File: src/rtl/muldiv_pkg.sv
// Shared constants for the iterative multiply/divide unit: operation codes,
// FSM state encodings and the default datapath width.
package muldiv_pkg;

  localparam int MULDIV_WIDTH = 32;

  localparam logic [1:0] OP_MULT  = 2'b00;
  localparam logic [1:0] OP_MULTU = 2'b01;
  localparam logic [1:0] OP_DIV   = 2'b10;
  localparam logic [1:0] OP_DIVU  = 2'b11;

  localparam logic [1:0] IDLE = 2'd0;
  localparam logic [1:0] RUN  = 2'd1;
  localparam logic [1:0] FIX  = 2'd2;

endpackage

File: src/rtl/muldiv_unit.sv
// Iterative MIPS multiply/divide unit: shift-add multiply and restoring divide,
// one bit per cycle, results landing in HI/LO with a start/busy/done handshake.
module muldiv_unit
  import muldiv_pkg::*;
#(
  parameter int WIDTH = MULDIV_WIDTH
) (
  input  logic             clk,
  input  logic             reset,
  input  logic             start,
  input  logic [1:0]       op,
  input  logic [WIDTH-1:0] operand1,
  input  logic [WIDTH-1:0] operand2,
  input  logic             mthi,
  input  logic             mtlo,
  input  logic [WIDTH-1:0] wdata,
  output logic             busy,
  output logic             done,
  output logic             div_by_zero,
  output logic [WIDTH-1:0] hi,
  output logic [WIDTH-1:0] lo
);

  localparam int CNT_W = $clog2(WIDTH);

  function automatic logic [WIDTH-1:0] negate_w(input logic [WIDTH-1:0] x);
    return ~x + 1'b1;
  endfunction

  function automatic logic [2*WIDTH-1:0] negate_2w(input logic [2*WIDTH-1:0] x);
    return ~x + 1'b1;
  endfunction

  logic [1:0]         state;
  logic [CNT_W-1:0]   count;
  logic               is_div, neg_res, neg_rem, dz_op;
  logic [WIDTH-1:0]   acc, mq, oprnd, orig1;

  logic               sgn_in, s1_in, s2_in;
  logic [WIDTH-1:0]   mag1_in, mag2_in;
  logic [WIDTH:0]     shifted, add_a, add_b;
  logic               add_cin;
  logic [WIDTH+1:0]   add_res;
  logic [2*WIDTH-1:0] prod_fix;
  logic [WIDTH-1:0]   fix_hi, fix_lo;

  assign busy = (state == RUN) || (state == FIX);

  // Operand conditioning at capture: signed ops work on magnitudes.
  always_comb begin
    sgn_in  = (op == OP_MULT) || (op == OP_DIV);
    s1_in   = sgn_in & operand1[WIDTH-1];
    s2_in   = sgn_in & operand2[WIDTH-1];
    mag1_in = s1_in ? negate_w(operand1) : operand1;
    mag2_in = s2_in ? negate_w(operand2) : operand2;
  end

  // Shared adder: accumulate for multiply, trial subtract (a + ~b + 1) for divide.
  always_comb begin
    shifted = {acc, mq[WIDTH-1]};
    if (is_div) begin
      add_a   = shifted;
      add_b   = ~{1'b0, oprnd};
      add_cin = 1'b1;
    end else begin
      add_a   = {1'b0, acc};
      add_b   = mq[0] ? {1'b0, oprnd} : '0;
      add_cin = 1'b0;
    end
    add_res = {1'b0, add_a} + {1'b0, add_b} + (WIDTH+2)'(add_cin);
  end

  always_comb begin
    prod_fix = neg_res ? negate_2w({acc, mq}) : {acc, mq};
    if (dz_op) begin
      fix_hi = orig1;
      fix_lo = '1;
    end else if (is_div) begin
      fix_hi = neg_rem ? negate_w(acc) : acc;
      fix_lo = neg_res ? negate_w(mq) : mq;
    end else begin
      fix_hi = prod_fix[2*WIDTH-1:WIDTH];
      fix_lo = prod_fix[WIDTH-1:0];
    end
  end

  always_ff @(posedge clk) begin
    if (reset) begin
      state       <= IDLE;
      count       <= '0;
      hi          <= '0;
      lo          <= '0;
      done        <= 1'b0;
      div_by_zero <= 1'b0;
    end else begin
      done        <= 1'b0;
      div_by_zero <= 1'b0;
      case (state)
        IDLE: begin
          if (start) begin
            state <= RUN;
            count <= '0;
          end else begin
            if (mthi) hi <= wdata;
            if (mtlo) lo <= wdata;
          end
        end
        RUN: begin
          count <= count + 1'b1;
          if (count == CNT_W'(WIDTH-1)) state <= FIX;
        end
        FIX: begin
          state       <= IDLE;
          hi          <= fix_hi;
          lo          <= fix_lo;
          done        <= 1'b1;
          div_by_zero <= dz_op;
        end
        default: state <= IDLE;
      endcase
    end
  end

  // Datapath registers carry no reset; they are always reloaded on start.
  always_ff @(posedge clk) begin
    if (state == IDLE && start) begin
      is_div  <= op[1];
      neg_res <= s1_in ^ s2_in;
      neg_rem <= s1_in;
      dz_op   <= op[1] && (operand2 == '0);
      orig1   <= operand1;
      acc     <= '0;
      mq      <= op[1] ? mag1_in : mag2_in;
      oprnd   <= op[1] ? mag2_in : mag1_in;
    end else if (state == RUN) begin
      if (is_div) begin
        acc <= add_res[WIDTH+1] ? add_res[WIDTH-1:0] : shifted[WIDTH-1:0];
        mq  <= {mq[WIDTH-2:0], add_res[WIDTH+1]};
      end else begin
        acc <= add_res[WIDTH:1];
        mq  <= {add_res[0], mq[WIDTH-1:1]};
      end
    end
  end

endmodule

File: config.mk
export PLATFORM = sky130hd
export DESIGN_NAME = muldiv_unit
export DESIGN_NICKNAME = d
export VERILOG_FILES = /design/src/rtl/muldiv_pkg.sv /design/src/rtl/muldiv_unit.sv
export SDC_FILE = /design/constraint.sdc
export NUM_CORES = 1
export LEC_CHECK = 0
export ABC_AREA = 1
export CORE_ASPECT_RATIO = 1.2
export CORE_UTILIZATION = 45
export DETAILED_ROUTE_END_ITERATION = 10
export PLACE_DENSITY = 0.73
export SYNTH_ARGS = -nofsm -noshare
export SYNTH_HDL_FRONTEND = slang
export SYNTH_SLANG_ARGS = --single-unit
File: constraint.sdc
create_clock -name clk -period 3.78 [get_ports clk]
set_input_delay 0.378 -clock clk [delete_from_list [all_inputs] [get_ports clk]]
set_output_delay 0.378 -clock clk [all_outputs]
set_load 0.01 [all_outputs]
**Clock wires, drivers and flops**

Scale bar: 50 um.
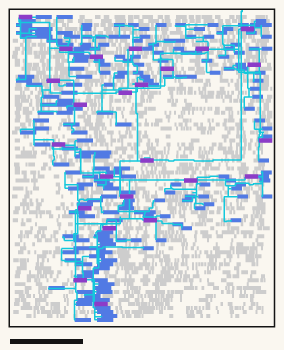
clock wires -> cyan  # length 2950 um
clock-net drivers -> purple  # count 24
flip-flops -> blue  # count 205
routed clock nets = 25
Clk pwr share: 0.219
clk ins delay skew pair: 0.55 ns
clock group power: 0.00223 W
Post-Route Skew: 0.0192 ns

**I/O pins on the die edge**

Pins as bars across the die edge, other pins in grey.
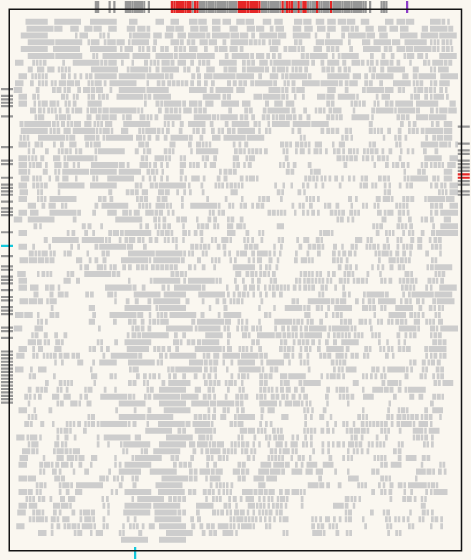
`clk` -> purple  # pins 1, direction input, edge top
`op` -> cyan  # pins 2, direction input, edge 1 left, 1 bottom
`lo` -> red  # pins 32, direction output, edge 30 top, 2 right
all pins by edge = 104 top, 51 left, 14 right, 1 bottom
IO Port Bufs: 169
die width: 180 um
Chip Height: 216 um

**Signal wires on met3**

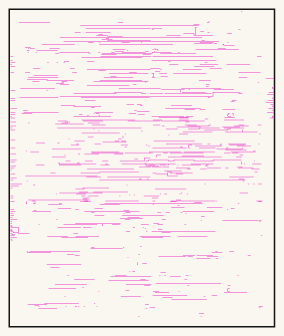
main direction = horizontal
wire length on this layer = 5350 um
share of all routed wire = 7.2%
vias: 19522
WL final: 74200 um
met3 Usage GRT: 0.0407

==> summary.txt <==
yosys + openroad results -> worst slew pin tran=0.990 ns, met3 routed WL=5350 um, top layer in use=met4, final-stage net count=3013, VDD IR max=0.000353 V, Achievable Freq=297 MHz, layout cells sized above 1=0.0520, total power=0.0102 W, DR vias/cell=5.81, status=finished with violations, post-synth cell types=56, pre-CTS WS=0.450 ns, internal power=0.00552 W, total track usage=0.376, final hold violations=0, TritonRoute pass-1 iters=9, Post-Synthesis Cells=2753, Yosys chip area=17100 sq um, setup violators final=0, Placed Cells=3316, Placed Area=19200 sq um, minimum clock period after layout=3.37 ns, Worst Setup End Kind=register, Data arrival, critical path=3.64 ns, failing checks=DRC, met2 usage=0.652, Ports=170, hold depth=1, combinational power share=0.471, CTS Buffer Depth=3, switching share of power=0.459, Critical path origin=is_div, Post-CTS Hold Buffers=0, DRC viols=2, Critical Path Stages=13, TritonCTS Buffers=24, Worst Hold Slack=0.425 ns, register share of total power=0.310, crit share post-route=0.891, most frequent cells after synthesis=nand2_1, nor2_1, o21ai_0, R2R depth=13, Worst setup SP type=register, CP peak stage delay=0.46 ns, Synth top cell by count=nand2_1, Avg WL per Cell=22.1 um, Final ANT Viol Nets=0, # diodes=0, die area=38800 sq um, Combinational Power=0.00481 W, Final WS setup=0.410 ns, flop-to-flop setup slack=0.41 ns, cell repeated most along the worst path=o21ai_0, met2 WL post-DR=35300 um, GRT Max-Usage Layer=met2, Yosys top cell by area=edfxtp_1, vias in the first global route=18363, Worst Hold Class=in -> reg, Post-Synthesis Cell Area=17100 sq um, WP buf/inv=2, CP Capture Point=mq[0], worst-path maximum fanout=47, EDFF count, synth=100, switching power=0.00469 W, fin area=20000 sq um, reg2reg end=mq[0], wl on met1=28100 um, TritonCTS clock tree=built, Commonest flop=dfxtp_1, Yosys Instances=2753, CP required=4.05 ns, GRT overflow=0, critical path's slowest cell=edfxtp_1
**Placement view**

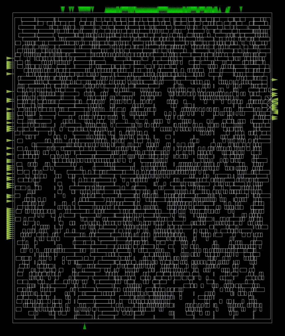
n_taps: 474
Seq Cell Count: 205

**Local utilization**

The die is cut into 18 by 22 equal tiles; white is low, dark blue is high, 0 to 100% covered.
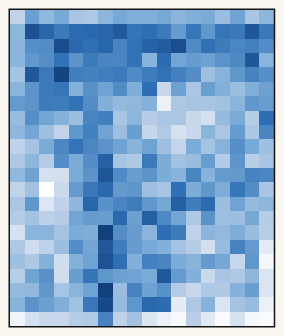
tiles over 75% full = 9.3%
fullest tile = 94%
mean over tiles = 50%
CORE AREA: 37200 sq um
Pre-Place Util: 0.460
fin util: 0.537

area by class of cell:
type | instances | area (sq um) | area share
multi-input combinational | 2135 | 10400 | 0.519
clock inverter | 8 | 62.6 | 0.00313
inverter | 285 | 1080 | 0.0539
tap | 474 | 593 | 0.0297
clock buffer | 35 | 674 | 0.0338
timing repair buffer | 217 | 2100 | 0.105
sequential | 205 | 5100 | 0.255
cells by family (layout without fill, tap and decap cells):
| logic type | after synthesis | after routing | share of synthesized area |
|---|---|---|---|
| and+or+nand+nor | 1367 | 1367 | 0.338 |
| xor gates and xnor gates | 67 | 67 | 0.0343 |
| buffers and inverters | 413 | 545 | 0.0953 |
| adders and majority gates | 42 | 42 | 0.0316 |
| DFF | 205 | 205 | 0.299 |
| AOI/OAI and AO/OA | 659 | 659 | 0.202 |
Power figures rest on the tool's default switching activity, not on a simulated workload.
